Fig. 1: run 1, M1 wires
Scale: 4 px per um. Cells faint in the background.
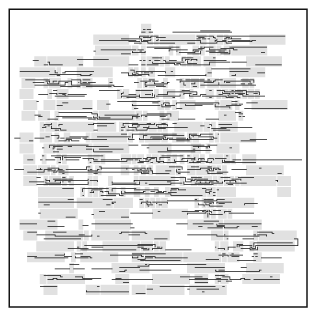
Fig. 2: run 1, M2 wires
Scale: 6 px per um.
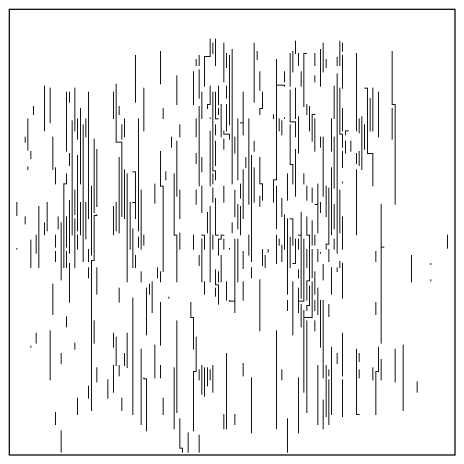
Fig. 3: run 1, met3 routing
Scale: 4 px per um. Cells faint in the background.
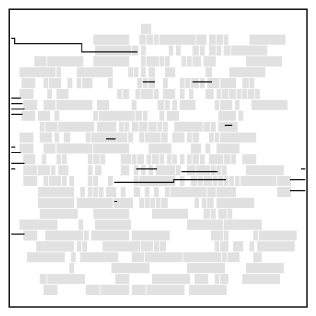
===== src/rtl/ps2_host_tx.sv =====
// ps2_host_tx: PS/2 host-to-device command transmitter (RTS, device-clocked frame, ack check); optional watchdog via PS2_TX_TIMEOUT_EN
module ps2_host_tx #(
  parameter int INHIBIT_CYCLES = 5000,
  parameter int FILTER_LEN     = 8,
  parameter int TIMEOUT_CYCLES = 1000000
) (
  input  logic       clk,
  input  logic       reset,
  input  logic [7:0] din,
  input  logic       wr_ps2,
  input  logic       ps2c_in,
  input  logic       ps2d_in,
  output logic       ps2c_oe,
  output logic       ps2d_oe,
  output logic       tx_idle,
  output logic       tx_done_tick,
  output logic       tx_err
);
  typedef enum logic [2:0] {IDLE, RTS, START, DATA, STOP, WAIT_IDLE} state_t;
  localparam int CW = $clog2(INHIBIT_CYCLES > 16 ? INHIBIT_CYCLES : 16);
  state_t state, state_n;
  logic [8:0] sh, sh_n;
  logic [CW-1:0] cnt, cnt_n;
  logic err_n, c_oe_n, d_oe_n;
  logic [1:0] c_sync, d_sync;
  logic [FILTER_LEN-1:0] c_flt, d_flt;
  logic c_lvl, d_lvl, c_prev, fall, tout;
  // synchronise both lines, then only accept a level once the whole filter window agrees
  always_ff @(posedge clk or negedge reset)
    if (!reset) begin
      c_sync <= '1;
      d_sync <= '1;
      c_flt  <= '1;
      d_flt  <= '1;
      c_lvl  <= 1'b1;
      d_lvl  <= 1'b1;
      c_prev <= 1'b1;
    end else begin
      c_sync <= {c_sync[0], ps2c_in};
      d_sync <= {d_sync[0], ps2d_in};
      c_flt  <= {c_flt[FILTER_LEN-2:0], c_sync[1]};
      d_flt  <= {d_flt[FILTER_LEN-2:0], d_sync[1]};
      c_lvl  <= &c_flt ? 1'b1 : ~|c_flt ? 1'b0 : c_lvl;
      d_lvl  <= &d_flt ? 1'b1 : ~|d_flt ? 1'b0 : d_lvl;
      c_prev <= c_lvl;
    end
  assign fall = c_prev & ~c_lvl;
`ifdef PS2_TX_TIMEOUT_EN
  localparam int WW = $clog2(TIMEOUT_CYCLES + 2);
  logic [WW-1:0] wd;
  logic busy;
  assign busy = state == START || state == DATA || state == STOP;
  assign tout = busy && wd > WW'(TIMEOUT_CYCLES);
  // watchdog restarts on every device clock fall and when the clock is first released
  always_ff @(posedge clk or negedge reset)
    if (!reset) wd <= '0;
    else wd <= (fall || (state != START && state_n == START) || !busy) ? '0 : tout ? wd : wd + WW'(1);
`else
  assign tout = 1'b0;
`endif
  // registered state, datapath and outputs; outputs follow the next state so they line up with it
  always_ff @(posedge clk or negedge reset)
    if (!reset) begin
      state        <= IDLE;
      sh           <= '0;
      cnt          <= '0;
      tx_err       <= 1'b0;
      ps2c_oe      <= 1'b0;
      ps2d_oe      <= 1'b0;
      tx_idle      <= 1'b1;
      tx_done_tick <= 1'b0;
    end else begin
      state        <= state_n;
      sh           <= sh_n;
      cnt          <= cnt_n;
      tx_err       <= err_n;
      ps2c_oe      <= c_oe_n;
      ps2d_oe      <= d_oe_n;
      tx_idle      <= state_n == IDLE;
      tx_done_tick <= state != IDLE && state_n == IDLE;
    end
  // next state and datapath: frame bits advance only on filtered device clock falls
  always_comb begin
    state_n = state;
    sh_n    = sh;
    cnt_n   = cnt;
    err_n   = tx_err;
    case (state)
      IDLE: if (wr_ps2) begin
        state_n = RTS;
        sh_n    = {~^din, din};
        cnt_n   = CW'(INHIBIT_CYCLES - 1);
        err_n   = 1'b0;
      end
      RTS: if (cnt == '0) state_n = START; else cnt_n = cnt - CW'(1);
      START: if (fall) begin
        state_n = DATA;
        cnt_n   = CW'(8);
      end
      DATA: if (fall) begin
        sh_n = sh >> 1;
        if (cnt == '0) state_n = STOP; else cnt_n = cnt - CW'(1);
      end
      STOP: if (fall) begin
        err_n   = d_lvl;
        state_n = WAIT_IDLE;
      end
      WAIT_IDLE: if (c_lvl && d_lvl) state_n = IDLE;
      default: state_n = IDLE;
    endcase
    if (tout) begin
      state_n = IDLE;
      err_n   = 1'b1;
    end
  end
  // line drive: clock held only during RTS, data pulled low for start bit and zero bits
  always_comb begin
    c_oe_n = state_n == RTS;
    d_oe_n = state_n == RTS || state_n == START || (state_n == DATA && !sh_n[0]);
  end
endmodule

===== config.mk =====
export PLATFORM = sky130hd
export DESIGN_NAME = ps2_host_tx
export DESIGN_NICKNAME = d
export VERILOG_FILES = /design/src/rtl/ps2_host_tx.sv
export SDC_FILE = /design/constraint.sdc
export NUM_CORES = 1
export LEC_CHECK = 0
export ABC_AREA = 1
export CORE_MARGIN = 2
export CORE_UTILIZATION = 50
export DETAILED_ROUTE_END_ITERATION = 8
export HOLD_SLACK_MARGIN = 0.03
export PLACE_DENSITY = 0.7
export SKIP_CTS_REPAIR_TIMING = 1
export SLEW_MARGIN = 20
export SYNTH_ARGS = -nofsm -noshare
export SYNTH_HDL_FRONTEND = slang
export SYNTH_SLANG_ARGS = --single-unit
export TNS_END_PERCENT = 30

===== constraint.sdc =====
create_clock -name clk -period 2.1 [get_ports clk]
set_input_delay 0.21 -clock clk [delete_from_list [all_inputs] [get_ports clk]]
set_output_delay 0.21 -clock clk [all_outputs]
set_load 0.01 [all_outputs]

==> flow_summary.ini, run 1 <==
; yosys + openroad results
[outcome]
run_status = complete, no violations

[synthesis]
mux_share_pct = 0
adder_share_pct = 0.510
post_synth_num_cell_types = 33
synth.logic.top_family = simple AND/OR/NAND/NOR gates
synth-compound-area-share_pct = 9.13

[finish]
final_cell_area_um2 = 2830
antenna_cells = 0
flops = 53
flop_area_um2 = 1360
finish.net_count = 307

[power]
power.ir.vdd_worst_mv = 0.570
power_leader = registers
power.combinational.total_mw = 1.05

[worst_setup_path]
timing.critical_path.to_type = register
critPathTopFamily = flip-flops
cp_common_cell = nand2_4

[clock_network]
clock-root-buffer = clkbuf_8

[detailed_routing]
first_iter_violations = 110
route.detailed.drc = 0

[sta]
tightest_hold_margin_ns = 0.297
setup_total_negative_slack_ns = 0

[die]
std_cell_rows = 25
ioPinCount = 18
core_region_area_um2 = 4720
## Picture notes: Fig. 1
share of all routed wire	50%
main direction	horizontal
wire length on this layer	2,170 um
nets with wire on the layer	282
total detailed-routing wirelength: 4340 um
global-route track usage on met1: 24.9%
routed via count: 1,786

## Picture notes: Fig. 2
share of all routed wire	46%
nets with wire on the layer	246
longest straight run	29.9 um
met2 Use GR: 31.1%

## Picture notes: Fig. 3
main direction	horizontal
wire length on this layer	115 um
nets with wire on the layer	17

==> run 1: flip-flops by register name (all words and copies together), names as in the netlist <==
| register | count |
|---|---|
| c_flt | 8 |
| c_lvl | 1 |
| c_prev | 1 |
| c_sync | 2 |
| cnt | 13 |
| d_flt | 8 |
| d_lvl | 1 |
| d_sync | 2 |
| ps2c_oe | 1 |
| ps2d_oe | 1 |
| sh | 9 |
| state | 3 |
| tx_done_tick | 1 |
| tx_err | 1 |
| tx_idle | 1 |
==> run 1: placed cells by master, fill, tap and decap left out, types with 3 or more instances in the layout <==
master           instances
inv_2                    4
nand2_1                 60
o21ai_1                  7
clkbuf_8                 5
a21oi_1                  3
nand3_1                 18
nor2_1                  30
inv_1                   33
o21ai_0                  7
dfrtp_1                 29
o221ai_1                 5
xor2_1                   4
clkdlybuf4s50_1         16
xnor2_1                  9
o211ai_1                 3
nor2_2                   4
dfstp_2                 24
nand4_1                  6
==> run 1: worst paths after layout <==
kind | from | end | slack (ns) | cells after the start
hold reg to reg | d_sync[0] | d_sync[1] | 0.36 | 0
hold / removal | ps2d_in | d_sync[0] | 0.30 | 1
min in group asynchronous | reset | sh[0] | 0.44 | 2
setup / recovery | cnt[0] | cnt[3] | 0.25 | 8
max in group asynchronous | reset | tx_idle | 1.03 | 3
setup reg to reg | cnt[0] | cnt[3] | 0.25 | 8
==> run 1: per-layer routing <==
layer | up-vias | GRT usage, % | wire (um)
met4 | 0 | 6.26 | 58
met1 | 842 | 24.9 | 2170
met5 | - | 0 | 0
met3 | 7 | 3.79 | 115
met2 | 25 | 31.1 | 2000
li1 | 912 | - | -
==> run 1: per-stage QoR <==
step / power (mW) / util [%]
finish: 3.08 / 60.0
floorplan: 2.24 / -
global route: 3.31 / 60.0
detailed placement: 2.50 / 57.6
global placement: 2.46 / 57.6
CTS: 3.11 / 59.8
Fig. 4: run 1, routing congestion
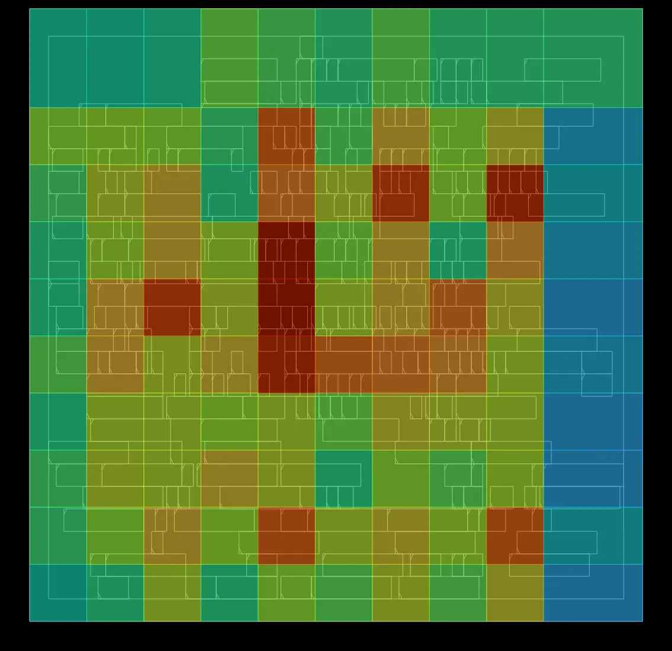

--- run 2 (diff from run 1) ---
--- a/config.mk
+++ b/config.mk
@@ -8,9 +8,10 @@
 export ABC_AREA = 1
 export CORE_MARGIN = 2
 export CORE_UTILIZATION = 50
+export CTS_CLUSTER_DIAMETER = 150
 export DETAILED_ROUTE_END_ITERATION = 8
-export HOLD_SLACK_MARGIN = 0.03
-export PLACE_DENSITY = 0.7
+export HOLD_SLACK_MARGIN = 0.15
+export PLACE_DENSITY_LB_ADDON = 0.2
 export SKIP_CTS_REPAIR_TIMING = 1
 export SLEW_MARGIN = 20
 export SYNTH_ARGS = -nofsm -noshare
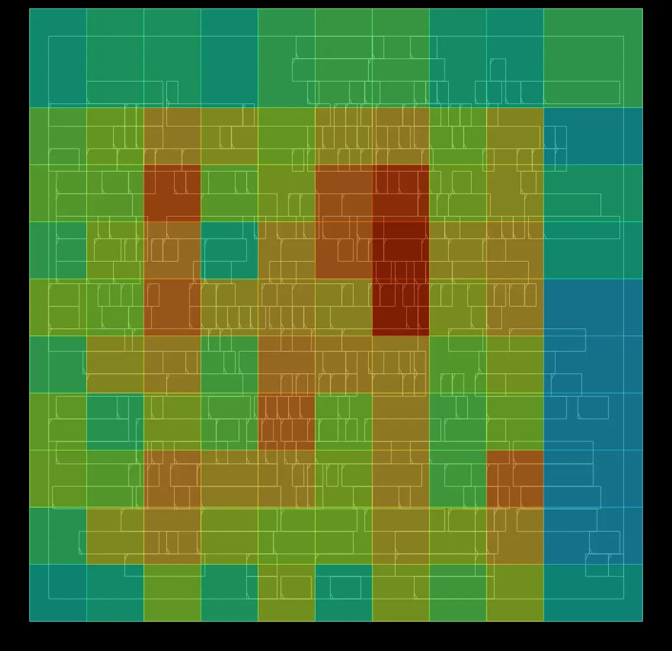
Fig. 5. Routing congestion (run 2).
global-route track usage on met1: 24.6%
global-route track usage on met3: 3.93%
global router's overall resource usage: 18.5%
routed wire length per instance: 12.0 um
Core Util, Final: 59.6%

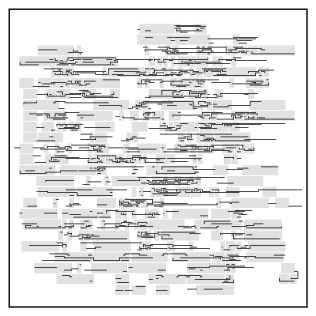
Fig. 6. M1 wires (run 2).
Scale: 4 px per um. Cells faint in the background.
routed via count: 1,760
total detailed-routing wirelength: 4330 um

==> run 2 against run 1 <==
Hold slack got worse by 0.0024 ns. Design area down 0.62%. Power rose by 0.43%. Clock-buffer cell count did not move. Sequential share of layout area increased by 0.30 points. Die area is the same. Area after synthesis is the same.
==> flow_summary.ini, run 2 <==
; yosys + openroad results
[power]
power_per_cell_area_nw_per_um2 = 1100
total_power_mw = 3.09
switching_share_pct = 37.3
power.ir.vdd_worst_mv = 0.427

[detailed_routing]
first_iter_violations = 80
met2RoutedLength_um = 2000
top_routing_layer_in_use = met4
post_route_m1_wl_um = 2120
met3_wirelength_um = 123

[synthesis]
synth-seq-area-share_pct = 55.3
post_synth_num_cell_types = 33
yosys.area.top_type_share_pct = 29.6

[sta]
grt_setup_unrepaired = false
tightest_hold_margin_ns = 0.294
setup_total_negative_slack_ns = 0

[finish]
antenna_cells = 0
layout_top_cell = nand2_1
registers.top_by_ff_count = cnt
finish.net_count = 307
final_cell_mix = nand2_1, inv_1, nor2_1, dfrtp_1, dfstp_2
area.growth.synth_to_final_pct = 14.8
largest_reg_flops = 13
reg_top3 = cnt: 13 flops, sh: 9 flops

[global_routing]
use_met2_pct = 29.6
busiest_layer = met2
first_global_vias = 1730

[die]
core_region_area_um2 = 4720
core_util_floorplan_pct = 51.9
std_cell_rows = 25
ioPinCount = 18

[worst_setup_path]
slowest_cp_cell = dfrtp_1
critPathTopFamily = flip-flops
cp_common_cell = nand2_4
r2r_slack_ns = 0.28

[outcome]
run_status = complete, no violations

[clock_network]
clock-root-buffer = clkbuf_8
h-tree-depth = 2
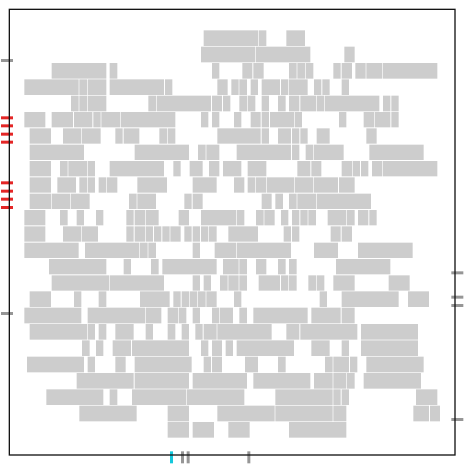
Fig. 7. Pin placement (run 2).
Scale: 6 px per um. Pins as bars across the die edge, other pins in grey.
colour	port	pins	direction	edge
cyan	ps2d_oe	1	output	south
red	din	8	input	west
all pins by edge	10 west, 4 south, 4 east
die height: 74.1 um
count of buffers inserted at the top-level ports: 17

run 2: logic make-up after synthesis:
logic type,after synthesis,synth area share (%)
AND/OR/NAND/NOR,128,24.1
buffers and inverters,39,6.32
flip-flops,53,55.3
adder cells (fa/ha/maj),1,0.510
XOR/XNOR,13,4.64
AND-OR/OR-AND,33,9.13
run 2: stage by stage:
step / instance area [um^2] / setup slack (ns) / util (%) / std cells
3_5_place_dp: 2710 / 0.313 / 57.4 / 352
3_3_place_gp: 2710 / 0.363 / 57.4 / 352
6_report: 2820 / 0.283 / 59.6 / 361
2_1_floorplan: 2450 / 0.498 / - / 267
5_1_grt: 2820 / 0.132 / 59.6 / 361
4_1_cts: 2810 / 0.290 / 59.4 / 360
run 2: layout make-up:
type,instances,area [um^2],share of cell area (%)
inverter,37,139,4.93
sequential,53,1360,48.2
timing repair buffer,21,198,7.02
multi-input combinational,175,942,33.5
clock inverter,3,28.8,1.02
clock buffer,5,68.8,2.44
tap,67,83.8,2.98
run 2: final timing paths:
check | startpoint | endpoint | cells past startpoint
worst max-delay path | cnt[0] | cnt[6] | 9
min in group asynchronous | reset | cnt[3] | 3
worst max register to register | cnt[0] | cnt[6] | 9
worst min register to register | c_sync[0] | c_sync[1] | 0
max in group asynchronous | reset | state[0] | 3
worst min-delay path | ps2d_in | d_sync[0] | 1
run 2: power by group through the flow:
stage | registers, mW | clock network, mW | logic [mW]
2_1_floorplan | 1.41 | 0 | 0.837
3_3_place_gp | 1.44 | 0 | 1.04
3_5_place_dp | 1.45 | 0 | 1.05
4_1_cts | 1.43 | 0.632 | 1.06
5_1_grt | 1.46 | 0.676 | 1.21
6_report | 1.43 | 0.614 | 1.05
Fig. 8: run 2, met3 routing
Scale: 4 px per um. Cells faint in the background.
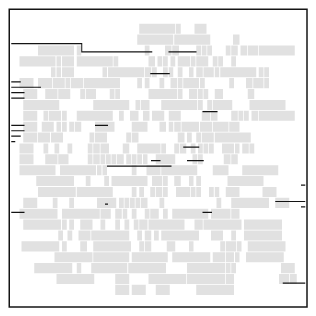

--- run 3 (diff from run 2) ---
--- a/config.mk
+++ b/config.mk
@@ -12,6 +12,7 @@
 export DETAILED_ROUTE_END_ITERATION = 8
 export HOLD_SLACK_MARGIN = 0.15
 export PLACE_DENSITY_LB_ADDON = 0.2
+export REMOVE_ABC_BUFFERS = 1
 export SKIP_CTS_REPAIR_TIMING = 1
 export SLEW_MARGIN = 20
 export SYNTH_ARGS = -nofsm -noshare
==> constraint.sdc (replaced) <==
create_clock -name clk -period 2.1 [get_ports clk]
set_input_delay 0.21 -clock clk [delete_from_list [all_inputs] [get_ports clk]]
set_output_delay 0.21 -clock clk [all_outputs]
set_load 0.005 [all_outputs]
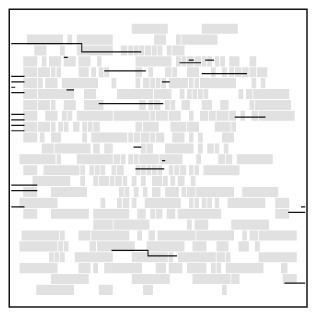
Fig. 9. Met3 routing (run 3).
Scale: 4 px per um. Cells faint in the background.
global-route track usage on met3: 4.20%
total detailed-routing wirelength: 4540 um
routed via count: 1,808

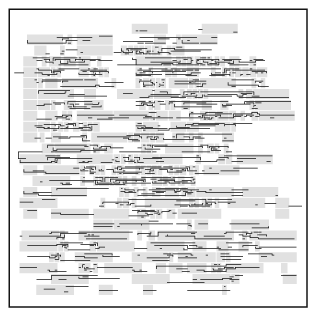
Fig. 10. M1 wires (run 3).
Scale: 4 px per um. Cells faint in the background.
global-route track usage on met1: 26.5%

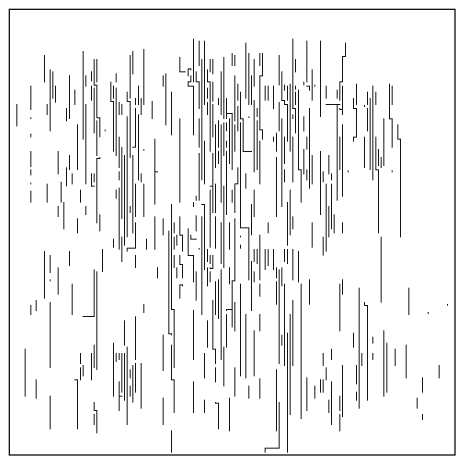
Fig. 11. M2 wires (run 3).
Scale: 6 px per um.
share of all routed wire	46%
wire length on this layer	2,080 um
nets with wire on the layer	240

==> run 3 against run 2 <==
Via count rose by 2.7%. Sequential cell count stayed put. Register-to-register slack worse by 0.06 ns. Setup slack got worse by 0.063 ns. Core utilization up 0.40 points. Highest routed layer unchanged. Sequential share of layout area shrank 0.32 points. Clock power grew 16%. Die area did not move. Fmax down 3.3%. Largest cell class unchanged. Cell count unchanged.
==> flow_summary.ini, run 3 <==
; yosys + openroad results
[worst_setup_path]
cp_common_cell = nand2_4
timing.critical_path.to_type = register
slowest_cp_cell = dfrtp_1

[die]
core_region_area_um2 = 4720
ioPinCount = 18
std_cell_rows = 25
core_util_floorplan_pct = 51.9

[finish]
finish.net_count = 307
reg_top3 = cnt: 13 flops, sh: 9 flops
registers.top_by_ff_count = cnt
final_cell_mix = nand2_1, inv_1, nor2_1, dfrtp_1, dfstp_2
area.growth.synth_to_final_pct = 15.6
antenna_cells = 0

[detailed_routing]
route.detailed.drc = 0
wl_per_cell_um = 12.6
first_iter_violations = 59

[power]
power_per_cell_area_nw_per_um2 = 1130
p_clk_mw = 0.715
power_leader = registers
switching_share_pct = 35.9

[sta]
setup_total_negative_slack_ns = 0
layout_setup_ws_ns = 0.220
grt_setup_unrepaired = false

[placed_design]
numPortBuffers = 17
detailed_place.area_um2 = 2710
pre_cts_ws_ns = 0.249

[global_routing]
gr-usage-all-layers_pct = 19.2
first_global_vias = 1736

[synthesis]
synth-seq-area-share_pct = 55.3
post_synth_num_cell_types = 33
yosys.area.top_type_share_pct = 29.6

[clock_network]
h-tree-depth = 2

[outcome]
run_status = complete, no violations
-- run 3: cell counts after synthesis --
No cell type changed its count.
-- run 3: cell type report --
type	count	area, um^2	share of cell area [%]
flip-flops and latches	53	1360	47.8
multi-input cells	175	942	33.2
repair buffers	21	198	6.97
inverters	37	139	4.90
well taps	67	83.8	2.96
clock buffers	5	68.8	2.43
clock inverters	3	47.5	1.68
-- run 3: logic make-up after synthesis --
logic type | after synthesis | synth area share [%]
buffers and inverters | 39 | 6.32
AND/OR/NAND/NOR | 128 | 24.1
XOR/XNOR | 13 | 4.64
flip-flops | 53 | 55.3
adder cells (fa/ha/maj) | 1 | 0.510
AND-OR/OR-AND | 33 | 9.13
-- run 3: per-stage QoR --
stage	power (mW)	util [%]
after detailed placement	2.50	57.4
after CTS	3.23	59.8
final	3.20	60.0
after global placement	2.48	57.4
after floorplan	2.23	-
after global routing	3.45	60.0
-- run 3: layer usage --
metal  wire, um  GRT usage [%]  up-vias
li1           -              -      911
met3        163           4.20        8
met5          0              0        -
met1       2220           26.5      852
met2       2080           30.1       37
met4         75           7.07        0
-- run 3: path summary, 6_finish.rpt --
kind | start | end | slack (ns) | cells after the start
setup / recovery | cnt[0] | cnt[6] | 0.22 | 9
hold reg to reg | c_sync[0] | c_sync[1] | 0.36 | 0
setup reg to reg | cnt[0] | cnt[6] | 0.22 | 9
min in group asynchronous | reset | tx_done_tick | 0.36 | 2
hold / removal | ps2c_in | c_sync[0] | 0.30 | 1
max in group asynchronous | reset | d_sync[1] | 1.09 | 3
-- run 3: worst reg2reg max path: cells and delay by family (launching register included) --
family | cells | cell delay [ns]
flip-flops | 1 | 0.39
buffers and inverters | 2 | 0.31
adder cells (fa/ha/maj) | 1 | 0.30
AND/OR/NAND/NOR | 4 | 0.39
AND-OR/OR-AND | 2 | 0.42
No activity file was given, so power comes from the tool's default toggle rates.
